`config.mk`:
```
export PLATFORM = sky130hd
export DESIGN_NAME = dice_roller_multi
export DESIGN_NICKNAME = d
export VERILOG_FILES = /design/src/rtl/dice_pkg.sv /design/src/rtl/dice_debounce.sv /design/src/rtl/dice_roller_multi.sv
export SDC_FILE = /design/constraint.sdc
export NUM_CORES = 1
export LEC_CHECK = 0
export CAP_MARGIN = 20
export CORE_ASPECT_RATIO = 0.7
export CORE_MARGIN = 5
export CORE_UTILIZATION = 50
export CTS_BUF_LIST = sky130_fd_sc_hd__clkbuf_8
export DETAILED_ROUTE_END_ITERATION = 8
export PLACE_DENSITY = 0.71
export SYNTH_ARGS = -nofsm -noshare
export SYNTH_HDL_FRONTEND = slang
export SYNTH_SLANG_ARGS = --single-unit
```
`constraint.sdc`:
```
create_clock -name clk -period 3.22 [get_ports clk]
set_clock_uncertainty 0.2 [all_clocks]
set_input_delay 0.644 -clock clk [delete_from_list [all_inputs] [get_ports clk]]
set_output_delay 0.644 -clock clk [all_outputs]
set_load 0.01 [all_outputs]
```
`src/rtl/dice_pkg.sv`:
```
// Shared types, segment table and BCD helpers for the multi-button dice roller.
package dice_pkg;

  typedef enum logic [1:0] {
    IDLE  = 2'd0,
    ROLL  = 2'd1,
    SHOW  = 2'd2,
    BLANK = 2'd3
  } state_t;

  typedef logic [3:0] bcd_t;

  localparam int MAX_DIGITS = 4;
  localparam int MAX_BCD_W  = 4 * MAX_DIGITS;

  // Segment codes {g,f,e,d,c,b,a}, active-high; index = decimal digit
  localparam logic [9:0][6:0] SEG_TABLE = {
    7'h6F, 7'h7F, 7'h07, 7'h7D, 7'h6D,
    7'h66, 7'h4F, 7'h5B, 7'h06, 7'h3F
  };

  function automatic logic [6:0] seg_decode(input bcd_t d);
    logic [6:0] code;
    code = 7'h00;
    if (d <= 4'd9) code = SEG_TABLE[d];
    return code;
  endfunction

  // Decrement a packed BCD value by one, borrowing across digits
  function automatic logic [MAX_BCD_W-1:0] bcd_dec(input logic [MAX_BCD_W-1:0] v);
    logic [MAX_BCD_W-1:0] res;
    logic                 borrow;
    res    = v;
    borrow = 1'b1;
    for (int i = 0; i < MAX_DIGITS; i++) begin
      if (borrow) begin
        if (res[4*i +: 4] == 4'd0) begin
          res[4*i +: 4] = 4'd9;
        end else begin
          res[4*i +: 4] = res[4*i +: 4] - 4'd1;
          borrow        = 1'b0;
        end
      end
    end
    return res;
  endfunction

endpackage

```
`src/rtl/dice_debounce.sv`:
```
// One button input: 2-FF synchroniser, polarity normalisation and a
// tick-based stability filter that accepts a change after DEB_TICKS ticks.
module dice_debounce
#(
  parameter int DEB_TICKS = 2
)
(
  input  logic clk,
  input  logic rst_n,
  input  logic tick,
  input  logic btn_raw,
  input  logic btn_pol,
  output logic btn_deb
);

  localparam int CW = (DEB_TICKS > 1) ? $clog2(DEB_TICKS + 1) : 1;

  logic [1:0]    sync_reg;
  logic [CW-1:0] cnt_reg;
  logic          deb_reg;
  logic          pressed;

  assign pressed = sync_reg[1] ^ ~btn_pol;
  assign btn_deb = deb_reg;

  always_ff @(posedge clk or negedge rst_n) begin
    if (!rst_n) begin
      sync_reg <= 2'b00;
      cnt_reg  <= '0;
      deb_reg  <= 1'b0;
    end else begin
      sync_reg <= {sync_reg[0], btn_raw};
      if (tick) begin
        // Any tick that sees agreement restarts the run of differing ticks
        if (pressed != deb_reg) begin
          if (cnt_reg == CW'(DEB_TICKS - 1)) begin
            deb_reg <= pressed;
            cnt_reg <= '0;
          end else begin
            cnt_reg <= cnt_reg + 1'b1;
          end
        end else begin
          cnt_reg <= '0;
        end
      end
    end
  end

endmodule

```
`src/rtl/dice_roller_multi.sv`:
```
// N-button dice roller: debounced die selection, BCD roll counter and a
// scanned 7-segment display. Define DICE_TIMEOUT_EN to blank after a timeout.
module dice_roller_multi
  import dice_pkg::*;
#(
  parameter int N_BTN    = 7,
  parameter int N_DIGITS = 3,
  parameter logic [N_BTN*4*N_DIGITS-1:0] SIDES_TABLE = {
    12'h100, 12'h020, 12'h012, 12'h010, 12'h008, 12'h006, 12'h004
  },
  parameter int TICK_DIV      = 1024,
  parameter int DEB_TICKS     = 2,
  parameter int SCAN_DIV      = 16,
  parameter int TIMEOUT_TICKS = 255
)
(
  input  logic                  clk,
  input  logic                  rst_n,
  input  logic [N_BTN-1:0]      btn,
  input  logic                  btn_pol,
  input  logic                  seg_pol,
  input  logic                  com_pol,
  output logic [6:0]            seg,
  output logic [N_DIGITS-1:0]   com,
  output logic [4*N_DIGITS-1:0] result_bcd,
  output logic                  result_valid,
  output logic                  rolling
);

  localparam int RW = 4 * N_DIGITS;
  localparam int TW = (TICK_DIV > 1) ? $clog2(TICK_DIV) : 1;
  localparam int SW = (SCAN_DIV > 1) ? $clog2(SCAN_DIV) : 1;
  localparam int DW = (N_DIGITS > 1) ? $clog2(N_DIGITS) : 1;

  state_t            state_reg, state_next;
  logic [TW-1:0]     tick_cnt_reg;
  logic              tick;
  logic [N_BTN-1:0]  btn_deb;
  logic              any_btn;
  logic [RW-1:0]     sel_sides;
  logic [RW-1:0]     sides_reg;
  logic [RW-1:0]     result_reg;
  logic [RW-1:0]     result_dec;
  logic              disp_en;
  logic [SW-1:0]     scan_div_reg;
  logic [DW-1:0]     scan_idx_reg;
  logic [N_DIGITS-1:0] digit_on;
  logic [N_DIGITS-1:0] com_raw;
  bcd_t              cur_digit;
  logic [6:0]        seg_raw;

  // Free-running timebase for debounce and timeout
  assign tick = (tick_cnt_reg == TW'(TICK_DIV - 1));

  always_ff @(posedge clk or negedge rst_n) begin
    if (!rst_n) tick_cnt_reg <= '0;
    else        tick_cnt_reg <= tick ? '0 : tick_cnt_reg + 1'b1;
  end

  for (genvar gi = 0; gi < N_BTN; gi++) begin : g_deb
    dice_debounce #(
      .DEB_TICKS (DEB_TICKS)
    ) u_deb (
      .clk     (clk),
      .rst_n   (rst_n),
      .tick    (tick),
      .btn_raw (btn[gi]),
      .btn_pol (btn_pol),
      .btn_deb (btn_deb[gi])
    );
  end

  assign any_btn = |btn_deb;

  // Lowest-index pressed button wins
  always_comb begin
    sel_sides = SIDES_TABLE[RW-1:0];
    for (int i = N_BTN - 1; i >= 0; i--) begin
      if (btn_deb[i]) sel_sides = SIDES_TABLE[i*RW +: RW];
    end
  end

`ifdef DICE_TIMEOUT_EN
  localparam int OW = (TIMEOUT_TICKS > 1) ? $clog2(TIMEOUT_TICKS + 1) : 1;
  logic [OW-1:0] timeout_reg;

  always_ff @(posedge clk or negedge rst_n) begin
    if (!rst_n) begin
      timeout_reg <= '0;
    end else if (state_reg == ROLL && !any_btn) begin
      timeout_reg <= OW'(TIMEOUT_TICKS);
    end else if (state_reg == SHOW && tick && timeout_reg != '0) begin
      timeout_reg <= timeout_reg - 1'b1;
    end
  end
`endif

  always_ff @(posedge clk or negedge rst_n) begin
    if (!rst_n) state_reg <= IDLE;
    else        state_reg <= state_next;
  end

  always_comb begin
    state_next = state_reg;
    case (state_reg)
      ROLL: if (!any_btn) state_next = SHOW;
      SHOW: begin
        if (any_btn) state_next = ROLL;
`ifdef DICE_TIMEOUT_EN
        else if (timeout_reg == '0) state_next = BLANK;
`endif
      end
      default: if (any_btn) state_next = ROLL;
    endcase
  end

  always_comb begin
    rolling      = (state_reg == ROLL);
    result_valid = (state_reg == SHOW) || (state_reg == BLANK);
    disp_en      = (state_reg == SHOW);
  end

  assign result_dec = RW'(bcd_dec(MAX_BCD_W'(result_reg)));

  always_ff @(posedge clk or negedge rst_n) begin
    if (!rst_n) begin
      sides_reg  <= SIDES_TABLE[RW-1:0];
      result_reg <= RW'(1);
    end else if (state_reg != ROLL && any_btn) begin
      sides_reg  <= sel_sides;
      result_reg <= sel_sides;
    end else if (state_reg == ROLL && any_btn) begin
      result_reg <= (result_reg == RW'(1)) ? sides_reg : result_dec;
    end
  end

  assign result_bcd = result_reg;

  always_ff @(posedge clk or negedge rst_n) begin
    if (!rst_n) begin
      scan_div_reg <= '0;
      scan_idx_reg <= '0;
    end else if (scan_div_reg == SW'(SCAN_DIV - 1)) begin
      scan_div_reg <= '0;
      scan_idx_reg <= (scan_idx_reg == DW'(N_DIGITS - 1)) ? '0 : scan_idx_reg + 1'b1;
    end else begin
      scan_div_reg <= scan_div_reg + 1'b1;
    end
  end

  // A digit is lit only if it or a more significant digit is nonzero
  assign digit_on[0] = 1'b1;
  for (genvar gi = 1; gi < N_DIGITS; gi++) begin : g_lz
    assign digit_on[gi] = |result_reg[RW-1:4*gi];
  end

  always_comb begin
    cur_digit = '0;
    com_raw   = '0;
    for (int i = 0; i < N_DIGITS; i++) begin
      if (scan_idx_reg == DW'(i)) begin
        cur_digit  = result_reg[4*i +: 4];
        com_raw[i] = disp_en & digit_on[i];
      end
    end
  end

  assign seg_raw = (|com_raw) ? seg_decode(cur_digit) : 7'h00;
  assign seg     = seg_raw ^ {7{~seg_pol}};
  assign com     = com_raw ^ {N_DIGITS{~com_pol}};

endmodule

```
**Run 1: clock network drawn from the DEF**

Drawn at 4 px/um.
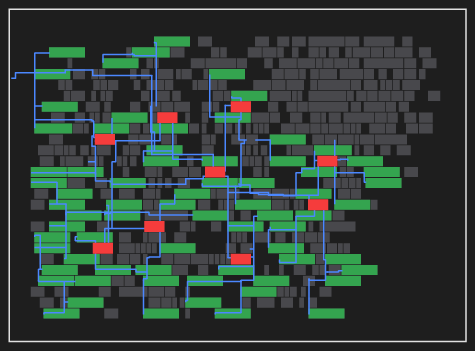
legend:
  blue:
    item: clock wires
    length: 888 um
  red:
    item: cells driving clock nets
    count: 9
  green:
    item: flip-flops
    count: 71
routed clock nets: 10

**Run 1: cell classes on the final placement**

Drawn at 3 px/um. Fill, decap, tap and diode cells in gray.
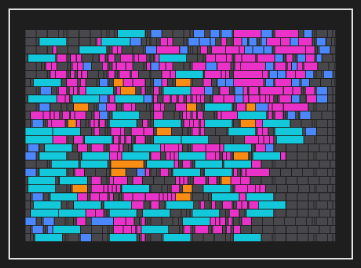
legend:
  blue:
    class: other buffers and delay cells
    cells: 69
  orange:
    class: clock drivers and dummy loads
    cells: 16
  magenta:
    class: all other logic
    cells: 268
  cyan:
    class: flip-flops
    cells: 71

==> impl_metrics.py, run 1 <==
# Synthesis and PnR figures
metrics = {
    "outcome": {
        "status": "finished, final reports clean",
    },
    "placed_design": {
        "placed_area_mm2": 0.00431,
        "dp_cells": 490,
    },
    "final_timing": {
        "whs_ns": 0.138,
        "finalCritPeriodShare": 0.980,
        "tns_ns": 0,
        "hold_viol": 0,
    },
    "drt": {
        "vias": 2867,
        "wl_um": 8190,
        "drtAntennaViolNets": 0,
        "viasPerCell": 5.49,
    },
    "synthesis": {
        "top_cell": "dfrtp_1",
        "ys_chip_area_mm2": 0.00377,
        "fp_nets": 374,
        "yosys-top-cells-count": "dfrtp_1, nand2_1, nor2_1, xnor2_1, o21ai_0",
        "syn_area_mm2": 0.00377,
        "ys_cells": 353,
        "synth_area_per_cell_um2": 10.7,
        "top_area_cell": "dfrtp_1",
    },
    "worst_setup_path": {
        "critical_path_class": "reg -> out",
        "crit_fanout": 7,
        "crit_arrival_ns": 2.31,
        "cp.required_ns": 2.38,
        "r2r_cells": 7,
        "rr_endpoint": "result_bcd[4]",
    },
    "hold_path": {
        "min_path_type": "in -> async",
    },
    "final_layout": {
        "final.clkbuf_count": 9,
        "inverters_excl_clock": 13,
        "lay_top_cells": "dfrtp_1, nand2_1, nor2_1",
        "final_area_mm2": 0.00466,
        "filler_cell_count": 574,
    },
    "clock_network": {
        "cts_buffers": 9,
    },
    "job": {
        "maxCapViolCount": 0,
    },
    "global_routing": {
        "grt_pass1_wl_um": 13800,
    },
    "die": {
        "coreArea_mm2": 0.00732,
        "die_area_mm2": 0.00941,
        "chipWidth_um": 114,
        "rows": 26,
    },
    "pwr": {
        "ir_worst_vdd_v": 0.000303,
    },
}
**Run 1: metal 2**

Drawn at 3 px/um. Cells faint in the background.
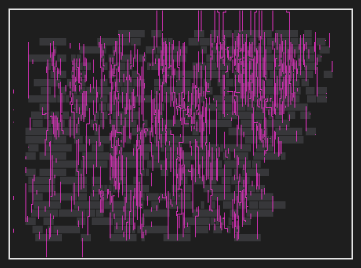
longest straight run: 24.1 um
main direction: vertical
wire length on this layer: 3,720 um

[run 1: kinds of logic after synthesis]
logic type      after synthesis
simple gates                127
xor+xnor                     33
buf+inv                      27
mux                          15
flops                        71
fa+ha+maj                     9
compound gates               71
[run 1: power breakdown]
group / switching, mW / leakage (nW) / internal, mW
Combinational: 0.0413 / 1.03 / 0.0355
Sequential: 0.00270 / 0.894 / 0.900
Clock: 0.359 / 0.100 / 0.367
[run 1: critical path: cells and delay by family (launching register included)]
family	cells	cell delay (ns)
xor+xnor	1	0.18
buf+inv	3	0.48
compound gates	1	0.27
flops	1	0.45
simple gates	2	0.40
mux	1	0.19
[run 1: timing repair]
item / in CTS / in global routing
pin swaps: 3 / 4
resized: 21 / 10
gates cloned: 0 / 0
endpoints found under the setup margin: 8 / 6
buffers inserted: 6 / 10
## Run 2: what changed since run 1
CORE_ASPECT_RATIO = 1.4   (was 0.7)
SLEW_MARGIN = 10   (was unset)
**Run 2: ports around the boundary**

Drawn at 2 px/um. Pins as bars across the die edge, other pins in gray.
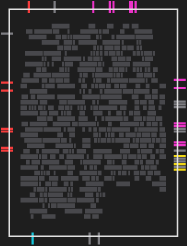
legend:
  red:
    port: btn
    pins: 7
    direction: input
    edge: 6 left, 1 top
  yellow:
    port: com
    pins: 3
    direction: output
    edge: right
  magenta:
    port: result_bcd
    pins: 12
    direction: output
    edge: 6 top, 6 right
  cyan:
    port: rst_n
    pins: 1
    direction: input
    edge: bottom
all pins by edge: 18 right, 8 top, 7 left, 3 bottom

==> impl_metrics.py, run 2 <==
# Synthesis and PnR figures
metrics = {
    "outcome": {
        "status": "finished, final reports clean",
    },
    "synthesis": {
        "fp_nets": 374,
        "numSynthFlops": 71,
        "top_area_cell": "dfrtp_1",
        "ys_chip_area_mm2": 0.00377,
        "yosys-top-cells-count": "dfrtp_1, nand2_1, nor2_1, xnor2_1, o21ai_0",
        "syn_area_mm2": 0.00377,
        "synth_area_per_cell_um2": 10.7,
    },
    "clock_network": {
        "cts_buffers": 9,
        "cts_resized": 14,
        "cts_setup_buffers": 6,
    },
    "final_layout": {
        "inverters_excl_clock": 13,
        "comb_cells": 255,
        "seq_area_mm2": 0.00178,
        "filler_cell_count": 584,
        "drive_above_1_share": 0.227,
        "lay_top_cells": "dfrtp_1, nand2_1, nor2_1",
        "final_area_mm2": 0.00459,
    },
    "placed_design": {
        "placed_area_mm2": 0.00430,
    },
    "drt": {
        "drtAntennaViolNets": 0,
        "wl_um": 7580,
        "viasPerCell": 5.34,
    },
    "die": {
        "chipWidth_um": 83.4,
        "rows": 37,
        "coreArea_mm2": 0.00736,
        "die_area_mm2": 0.00941,
    },
    "worst_setup_path": {
        "r2r_cells": 8,
        "crit_arrival_ns": 2.29,
        "cp.required_ns": 2.38,
        "crit_buf_inv": 1,
        "crit_fanout": 7,
    },
    "job": {
        "maxCapViolCount": 0,
    },
    "final_timing": {
        "whs_ns": 0.0790,
        "finalCritPeriodShare": 0.973,
        "tns_ns": 0,
        "hold_viol": 0,
    },
    "hold_path": {
        "min_path_type": "in -> async",
    },
    "pwr": {
        "ir_worst_vdd_v": 0.000335,
    },
}
**Run 2: clock network drawn from the DEF**

Drawn at 4 px/um.
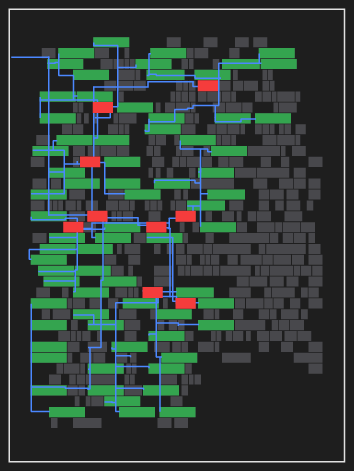
legend:
  blue:
    item: clock wires
    length: 832 um
  green:
    item: flip-flops
    count: 71
  red:
    item: cells driving clock nets
    count: 9
routed clock nets: 10

## run 2: cell counts after synthesis
No cell type changed its count.
## run 2: power breakdown
part	internal, mW	total (mW)	switching [mW]	leakage [nW]
clock network	0.370	0.674	0.305	0.108
logic	0.0362	0.0757	0.0395	0.984
registers	0.900	0.903	0.00282	0.892
## run 2: worst paths after layout
path	start	endpoint	slack [ns]
min reg2reg	g_deb[6].u_deb.sync_reg[0]	g_deb[6].u_deb.sync_reg[1]	0.15
max in group asynchronous	rst_n	result_bcd[0]	2.05
min in group clk	g_deb[6].u_deb.sync_reg[0]	g_deb[6].u_deb.sync_reg[1]	0.15
max	result_bcd[4]	com[1]	0.09
min	rst_n	tick_cnt_reg[6]	0.08
max reg2reg	g_deb[4].u_deb.btn_deb	result_bcd[4]	0.55
Power is estimated from default activity; no workload was simulated.
